`src/rtl/seg_pkg.sv`:
```
// seg_pkg: shared types and constants for the 7-segment display arbiter.
//   state_t   : arbiter FSM states (IDLE, SHOW, GAP)
//   HEX_SEG   : hex digit to segment code, bits [6:0] = gfedcba, active-high
//   SEG_BLANK : all segments and decimal point off
package seg_pkg;

  typedef enum logic [1:0] {
    IDLE = 2'd0,
    SHOW = 2'd1,
    GAP  = 2'd2
  } state_t;

  localparam logic [6:0] HEX_SEG [16] = '{
    7'h3F, 7'h06, 7'h5B, 7'h4F, 7'h66, 7'h6D, 7'h7D, 7'h07,
    7'h7F, 7'h6F, 7'h77, 7'h7C, 7'h39, 7'h5E, 7'h79, 7'h71
  };

  localparam logic [7:0] SEG_BLANK = 8'h00;

endpackage

```
`src/rtl/hex_to_seg.sv`:
```
// hex_to_seg: combinational hex nibble to 7-segment decoder.
//   nibble : 4-bit hex digit
//   seg    : segment code gfedcba, active-high
module hex_to_seg
  import seg_pkg::*;
(
  input  logic [3:0] nibble,
  output logic [6:0] seg
);

  assign seg = HEX_SEG[nibble];

endmodule

```
`src/rtl/seg_share_arbiter.sv`:
```
// seg_share_arbiter: round-robin owner selection for the single 7-segment
// display. Each grantee owns the display for up to DWELL_CYCLES cycles (less
// if it drops its request), followed by one blank GAP cycle.
//   clk_2 : system clock, all state changes on posedge
//   reset : synchronous, active-high
//   req   : level request per requester
//   data  : hex nibble per requester, requester i on data[4*i+3:4*i]
//   SEG   : registered segment drive, [6:0]=gfedcba, [7]=decimal point
//   grant : registered one-hot grant, zero when nobody owns the display
//   busy  : registered, high while a requester is being shown
// Optional build macro SEG_BLINK_EN: blinks the decimal point while IDLE,
// toggling every BLINK_CYCLES cycles. Without it the display is blank in IDLE.
module seg_share_arbiter
  import seg_pkg::*;
#(
  parameter int NREQ         = 4,
  parameter int DWELL_CYCLES = 4,
  parameter int BLINK_CYCLES = 8
) (
  input  logic              clk_2,
  input  logic              reset,
  input  logic [NREQ-1:0]   req,
  input  logic [4*NREQ-1:0] data,
  output logic [7:0]        SEG,
  output logic [NREQ-1:0]   grant,
  output logic              busy
);

  localparam int PTR_W = ($clog2(NREQ) > 1) ? $clog2(NREQ) : 1;
  localparam int CNT_W = ($clog2(DWELL_CYCLES) > 1) ? $clog2(DWELL_CYCLES) : 1;
  localparam logic [CNT_W-1:0] CNT_LAST = CNT_W'(DWELL_CYCLES - 1);
  localparam logic [PTR_W-1:0] PTR_LAST = PTR_W'(NREQ - 1);

  if (NREQ < 2 || NREQ > 8 || DWELL_CYCLES < 1 || BLINK_CYCLES < 1) begin : g_bad_param
    $error("seg_share_arbiter: parameter out of range");
  end

  state_t             state, state_n;
  logic [PTR_W-1:0]   ptr, ptr_n;
  logic [PTR_W-1:0]   owner, owner_n;
  logic [CNT_W-1:0]   cnt, cnt_n;
  logic [NREQ-1:0]    grant_n;
  logic               busy_n;
  logic [7:0]         seg_n;

  logic               sel_vld;
  logic [PTR_W-1:0]   sel_idx;
  logic [PTR_W-1:0]   mux_idx;
  logic [3:0]         show_nib;
  logic [6:0]         seg_code;
  logic               release_now;

`ifdef SEG_BLINK_EN
  localparam int BLK_W = ($clog2(BLINK_CYCLES) > 1) ? $clog2(BLINK_CYCLES) : 1;
  localparam logic [BLK_W-1:0] BLK_LAST = BLK_W'(BLINK_CYCLES - 1);
  logic [BLK_W-1:0]   blk_cnt, blk_cnt_n;
  logic               blink, blink_n;
`endif

  // Search from the highest offset down so the lowest offset from ptr wins.
  always_comb begin : arb
    int idx;
    sel_vld = 1'b0;
    sel_idx = '0;
    idx     = 0;
    for (int k = NREQ - 1; k >= 0; k--) begin
      idx = int'(ptr) + k;
      if (idx >= NREQ) idx = idx - NREQ;
      if (req[idx]) begin
        sel_vld = 1'b1;
        sel_idx = PTR_W'(idx);
      end
    end
  end

  // One decoder serves both the incoming owner (at grant) and the current one.
  assign mux_idx  = (state == SHOW) ? owner : sel_idx;
  assign show_nib = data[int'(mux_idx)*4 +: 4];

  hex_to_seg u_hex_to_seg (
    .nibble (show_nib),
    .seg    (seg_code)
  );

  assign release_now = (cnt == CNT_LAST) || !req[owner];

  always_comb begin
    state_n   = state;
    ptr_n     = ptr;
    owner_n   = owner;
    cnt_n     = cnt;
    grant_n   = grant;
    busy_n    = busy;
    seg_n     = SEG;
`ifdef SEG_BLINK_EN
    blk_cnt_n = '0;
    blink_n   = 1'b0;
`endif
    case (state)
      IDLE, GAP: begin
        if (sel_vld) begin
          state_n = SHOW;
          owner_n = sel_idx;
          grant_n = NREQ'(1) << sel_idx;
          busy_n  = 1'b1;
          cnt_n   = '0;
          seg_n   = {1'b0, seg_code};
        end else begin
          state_n = IDLE;
          grant_n = '0;
          busy_n  = 1'b0;
          seg_n   = SEG_BLANK;
`ifdef SEG_BLINK_EN
          // Blink only while already idle; entry from GAP restarts at zero.
          if (state == IDLE) begin
            if (blk_cnt == BLK_LAST) begin
              blk_cnt_n = '0;
              blink_n   = ~blink;
            end else begin
              blk_cnt_n = blk_cnt + BLK_W'(1);
              blink_n   = blink;
            end
            seg_n = {blink_n, 7'b0};
          end
`endif
        end
      end
      SHOW: begin
        if (release_now) begin
          state_n = GAP;
          grant_n = '0;
          busy_n  = 1'b0;
          seg_n   = SEG_BLANK;
          cnt_n   = '0;
          ptr_n   = (owner == PTR_LAST) ? '0 : owner + PTR_W'(1);
        end else begin
          cnt_n = cnt + CNT_W'(1);
          seg_n = {1'b0, seg_code};
        end
      end
      default: begin
        state_n = IDLE;
        grant_n = '0;
        busy_n  = 1'b0;
        seg_n   = SEG_BLANK;
      end
    endcase
  end

  always_ff @(posedge clk_2) begin
    if (reset) begin
      state   <= IDLE;
      ptr     <= '0;
      owner   <= '0;
      cnt     <= '0;
      grant   <= '0;
      busy    <= 1'b0;
      SEG     <= SEG_BLANK;
`ifdef SEG_BLINK_EN
      blk_cnt <= '0;
      blink   <= 1'b0;
`endif
    end else begin
      state   <= state_n;
      ptr     <= ptr_n;
      owner   <= owner_n;
      cnt     <= cnt_n;
      grant   <= grant_n;
      busy    <= busy_n;
      SEG     <= seg_n;
`ifdef SEG_BLINK_EN
      blk_cnt <= blk_cnt_n;
      blink   <= blink_n;
`endif
    end
  end

endmodule
```
`config.mk`:
```
export PLATFORM = sky130hd
export DESIGN_NAME = seg_share_arbiter
export DESIGN_NICKNAME = d
export VERILOG_FILES = /design/src/rtl/seg_pkg.sv /design/src/rtl/hex_to_seg.sv /design/src/rtl/seg_share_arbiter.sv
export SDC_FILE = /design/constraint.sdc
export NUM_CORES = 1
export LEC_CHECK = 0
export ABC_AREA = 1
export CAP_MARGIN = 30
export CORE_UTILIZATION = 51
export CTS_CLUSTER_SIZE = 12
export DETAILED_ROUTE_END_ITERATION = 12
export PLACE_DENSITY = 0.84
export SYNTH_ARGS = -nofsm -noshare
export SYNTH_HDL_FRONTEND = slang
export SYNTH_SLANG_ARGS = --single-unit
```
`constraint.sdc`:
```
create_clock -name clk_2 -period 3.95 [get_ports clk_2]
set_input_delay 0.5925 -clock clk_2 [delete_from_list [all_inputs] [get_ports clk_2]]
set_output_delay 0.5925 -clock clk_2 [all_outputs]
set_load 0.1 [all_outputs]
```
==> run_1/floorplan.png <==
Scale bar: 20 um. Pins as bars on the die edge.
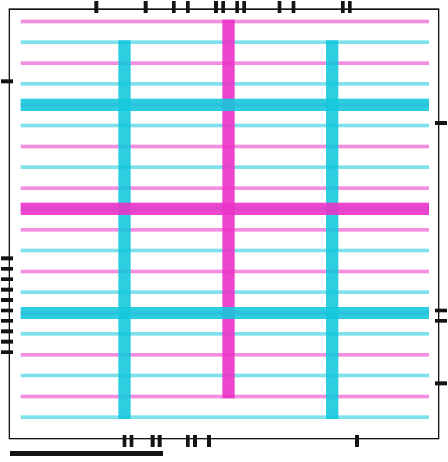
| net | color |
|---|---|
| VDD | magenta |
| VSS | cyan |
rows: 19
met5 straps: 3
met1 rails: 20
Die Ht: 55.9 um
Placeable Area: 2760 sq um
die width: 55.9 um

==> run_1/class_map.png <==
Scale bar: 20 um.
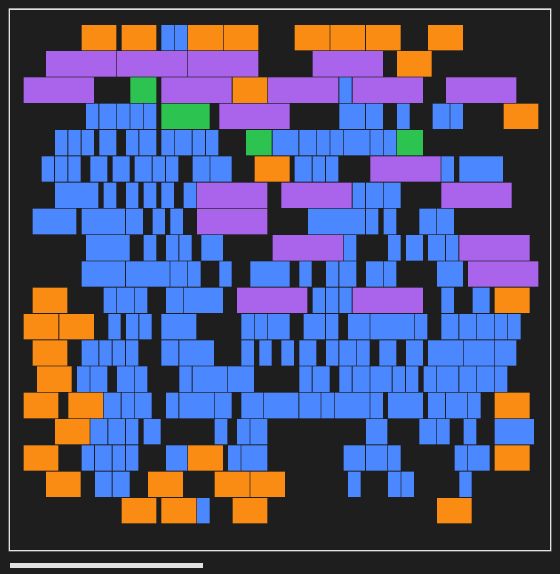
| class | color | cells | share of their area |
|---|---|---|---|
| remaining buffers and delay cells | orange | 33 | 18% |
| clock drivers and dummy loads | green | 4 | 2.0% |
| remaining logic cells | blue | 197 | 57% |
| sequential cells | purple | 20 | 22% |
sequential cell area share: 0.218
final instance area: 1830 sq um
Row Count: 19
Post-Route Utilization: 0.665

==> results_slide.txt, run 1 <==
Key Metrics from the Run

Worst hold path
  – Hold/Removal Path Class: register to register

Critical path
  – Crit path capture: SEG[6]
  – CP max FO: 11
  – CP arrival: 3.03 ns
  – CP peak stage delay: 0.48 ns
  – Critical path class: input pin to register
  – Critical Path Stages: 17
  – R2r setup slk: 1.29 ns
  – Reg2reg start: ptr[0]

Final timing
  – Slew headroom: 0.347
  – Final Hold Viols: 0

Logic synthesis
  – Top area contributor share: 0.270
  – Top cells, area: dfxtp_1, nand2_1, nand3_1, ha_1, nor2_1
  – Dominant flop cell: dfxtp_1

Die
  – Tap Cells: 31
  – Fp util: 0.537

Placed design
  – GPL Wtd Cong: 0.892

Route
  – 1st-iter DRT viols: 46
  – Met3 wire length: 162 um
  – First-pass iteration count of the detailed router: 6
  – Via total after detailed routing: 1468
  – Top Layer Used: met4

GRT
  – Global route total overflow: 0

Cells and area
  – Most instantiated logic cell after routing: nand2_1
  – Clock-cell share: 0.0198
  – Most frequent cells in the layout: nand2_1, clkdlybuf4s50_1, nand3_1
  – Flip-flops: 20

Clocking
  – Clock Tree Root: clkbuf_4
  – Hold Buf Count CTS: 0
  – Setup Buffers After CTS: 0

Outcome
  – Status: complete, no violations
==> run_1/clock_wires.png <==
Scale bar: 20 um.
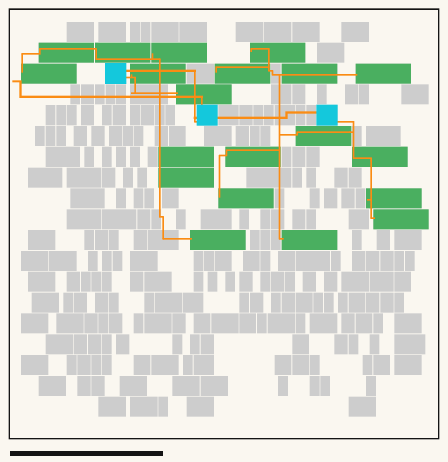
[flip-flops] green | count: 20
[clock wires] orange | length: 219 um
[clock-net drivers] cyan | count: 3
routed clock nets: 4
Final Skew: 0.00821 ns

==> run_1/congestion_map.png <==
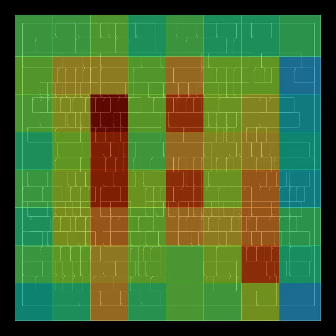

==> run 2: changes to the inputs <==
--- a/config.mk
+++ b/config.mk
@@ -7,10 +7,10 @@
 export LEC_CHECK = 0
 export ABC_AREA = 1
 export CAP_MARGIN = 30
-export CORE_UTILIZATION = 51
+export CORE_UTILIZATION = 50
 export CTS_CLUSTER_SIZE = 12
 export DETAILED_ROUTE_END_ITERATION = 12
-export PLACE_DENSITY = 0.84
+export PLACE_DENSITY = 0.82
 export SYNTH_ARGS = -nofsm -noshare
 export SYNTH_HDL_FRONTEND = slang
 export SYNTH_SLANG_ARGS = --single-unit
==> constraint.sdc (replaced) <==
create_clock -name clk_2 -period 2.7 [get_ports clk_2]
set_input_delay 0.405 -clock clk_2 [delete_from_list [all_inputs] [get_ports clk_2]]
set_output_delay 0.405 -clock clk_2 [all_outputs]
set_load 0.1 [all_outputs]
==> run_2/congestion_map.png <==
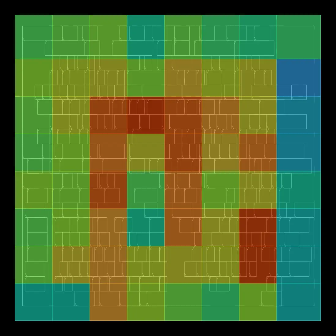
met2 Use GR: 0.376
Post-Route Utilization: 0.679
WL/cell: 10.3 um

==> run_2/class_map.png <==
Scale bar: 20 um.
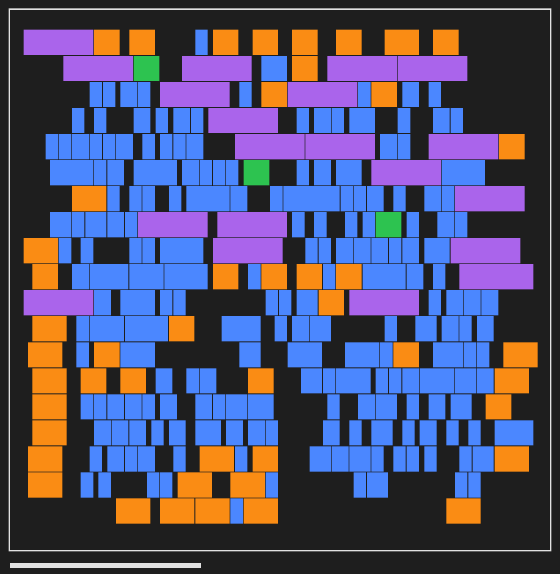
| class | color | cells | share of their area |
|---|---|---|---|
| sequential cells | purple | 20 | 22% |
| remaining buffers and delay cells | orange | 46 | 22% |
| remaining logic cells | blue | 197 | 56% |
| clock-net drivers | green | 3 | 1.2% |
final instance area: 1890 sq um
sequential cell area share: 0.213

==> run 2 against run 1 <==
  * Wire length barely moved
  * Clock skew fell by 0.0062 ns
  * Utilization rose by 1.4 points
==> results_slide.txt, run 2 <==
Key Metrics from the Run

Outcome
  – Status: complete, no violations

Clocking
  – Clock Tree Root: clkbuf_4
  – Hold Buf Count CTS: 0 (unchanged)
  – Setup Buffers After CTS: 0 (unchanged)

Route
  – Met3 wire length: 142 um (-12%)
  – Top Layer Used: met4
  – First-pass iteration count of the detailed router: 4 (-2)
  – Via total after detailed routing: 1502 (+2.3%)

Critical path
  – Critical Path Stages: 17 (unchanged)
  – CP peak stage delay: 0.48 ns (about the same)
  – CP max FO: 9 (-2)
  – Crit path capture: SEG[3]
  – Reg2reg start: ptr[0]
  – CP arrival: 2.71 ns (-0.32 ns)
  – R2r setup slk: 0.42 ns (-0.87 ns)

Cells and area
  – Reg with most FFs: SEG
  – Most frequent cells in the layout: nand2_1, nand3_1, buf_4
  – Clock-cell share: 0.0119 (-0.00787)
  – Most instantiated logic cell after routing: nand2_1

Logic synthesis
  – Top cells, area: dfxtp_1, nand2_1, nand3_1, ha_1, nor2_1
  – Top area contributor share: 0.270 (unchanged)
  – Dominant flop cell: dfxtp_1

Die
  – Die width: 56.4 um (+0.96%)
  – Placeable Area: 2780 sq um (+0.86%)
  – Die Ht: 56.4 um (+0.96%)
  – Tap Cells: 31 (unchanged)
  – Fp util: 0.533 (-0.00459)
  – Row Count: 19 (unchanged)

Worst hold path
  – Hold/Removal Path Class: register to register

GRT
  – Global route total overflow: 0 (unchanged)

Placed design
  – GPL Wtd Cong: 0.886 (-0.68%)

Final timing
  – Final Skew: 0.00203 ns (-0.00618 ns)
==> run 3: changes to the inputs <==
--- a/config.mk
+++ b/config.mk
@@ -11,6 +11,7 @@
 export CTS_CLUSTER_SIZE = 12
 export DETAILED_ROUTE_END_ITERATION = 12
 export PLACE_DENSITY = 0.82
+export SKIP_LAST_GASP = 1
 export SYNTH_ARGS = -nofsm -noshare
 export SYNTH_HDL_FRONTEND = slang
 export SYNTH_SLANG_ARGS = --single-unit
==> run_3/layers.png <==
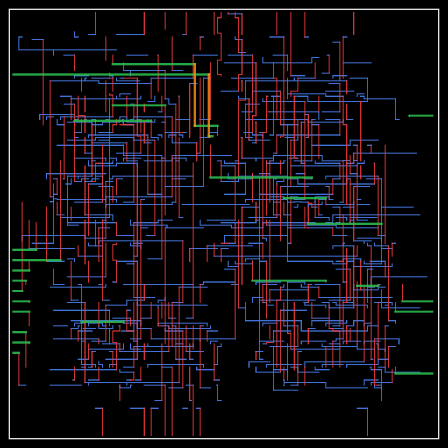
| layer | color | wire length |
|---|---|---|
| M2 | red | 1500 um |
| M1 | blue | 1410 um |
| M4 | orange | 16.3 um |
| M3 | green | 142 um |
GRT Total Usage: 0.211
via total after detailed routing: 1502
Routed WL: 3070 um

==> run 3 against run 2 <==
  * Via count stayed put
  * Hold slack stayed put
  * Maximum frequency stayed put
  * First-iteration DRC count stayed put
  * Count of clock-buffer cells in the layout stayed put
  * Wire length stayed put
  * Clock skew stayed put
  * Sequential cell count stayed put
==> results_slide.txt, run 3 <==
Key Metrics from the Run

Die
  – Tap Cells: 31 (unchanged)
  – Fp util: 0.533 (unchanged)
  – Die Ht: 56.4 um (unchanged)
  – Die width: 56.4 um (unchanged)
  – Row Count: 19 (unchanged)

Outcome
  – Status: complete, no violations

Cells and area
  – Most instantiated logic cell after routing: nand2_1
  – Most frequent cells in the layout: nand2_1, nand3_1, buf_4
  – Sequential cell area share: 0.213 (unchanged)
  – Final instance area: 1890 sq um (unchanged)

Critical path
  – CP peak stage delay: 0.48 ns (about the same)
  – R2r setup slk: 0.42 ns (about the same)
  – CP max FO: 9 (unchanged)

Logic synthesis
  – Top cells, area: dfxtp_1, nand2_1, nand3_1, ha_1, nor2_1
  – Top area contributor share: 0.270 (unchanged)

Route
  – Met3 wire length: 142 um (unchanged)
  – First-pass iteration count of the detailed router: 4 (unchanged)

Clocking
  – Hold Buf Count CTS: 0 (unchanged)

Final timing
  – Final Skew: 0.00203 ns (unchanged)

GRT
  – Met2 Use GR: 0.376 (unchanged)
==> run_3/congestion_map.png <==
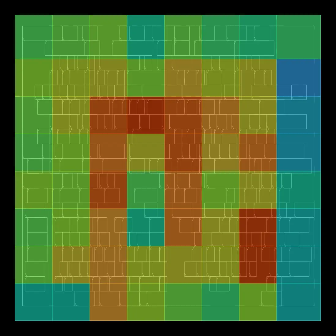
M1 GR Usage: 0.254
Most Crowded Layer GR: met2
GR met3 Demand/Resource: 0.0530

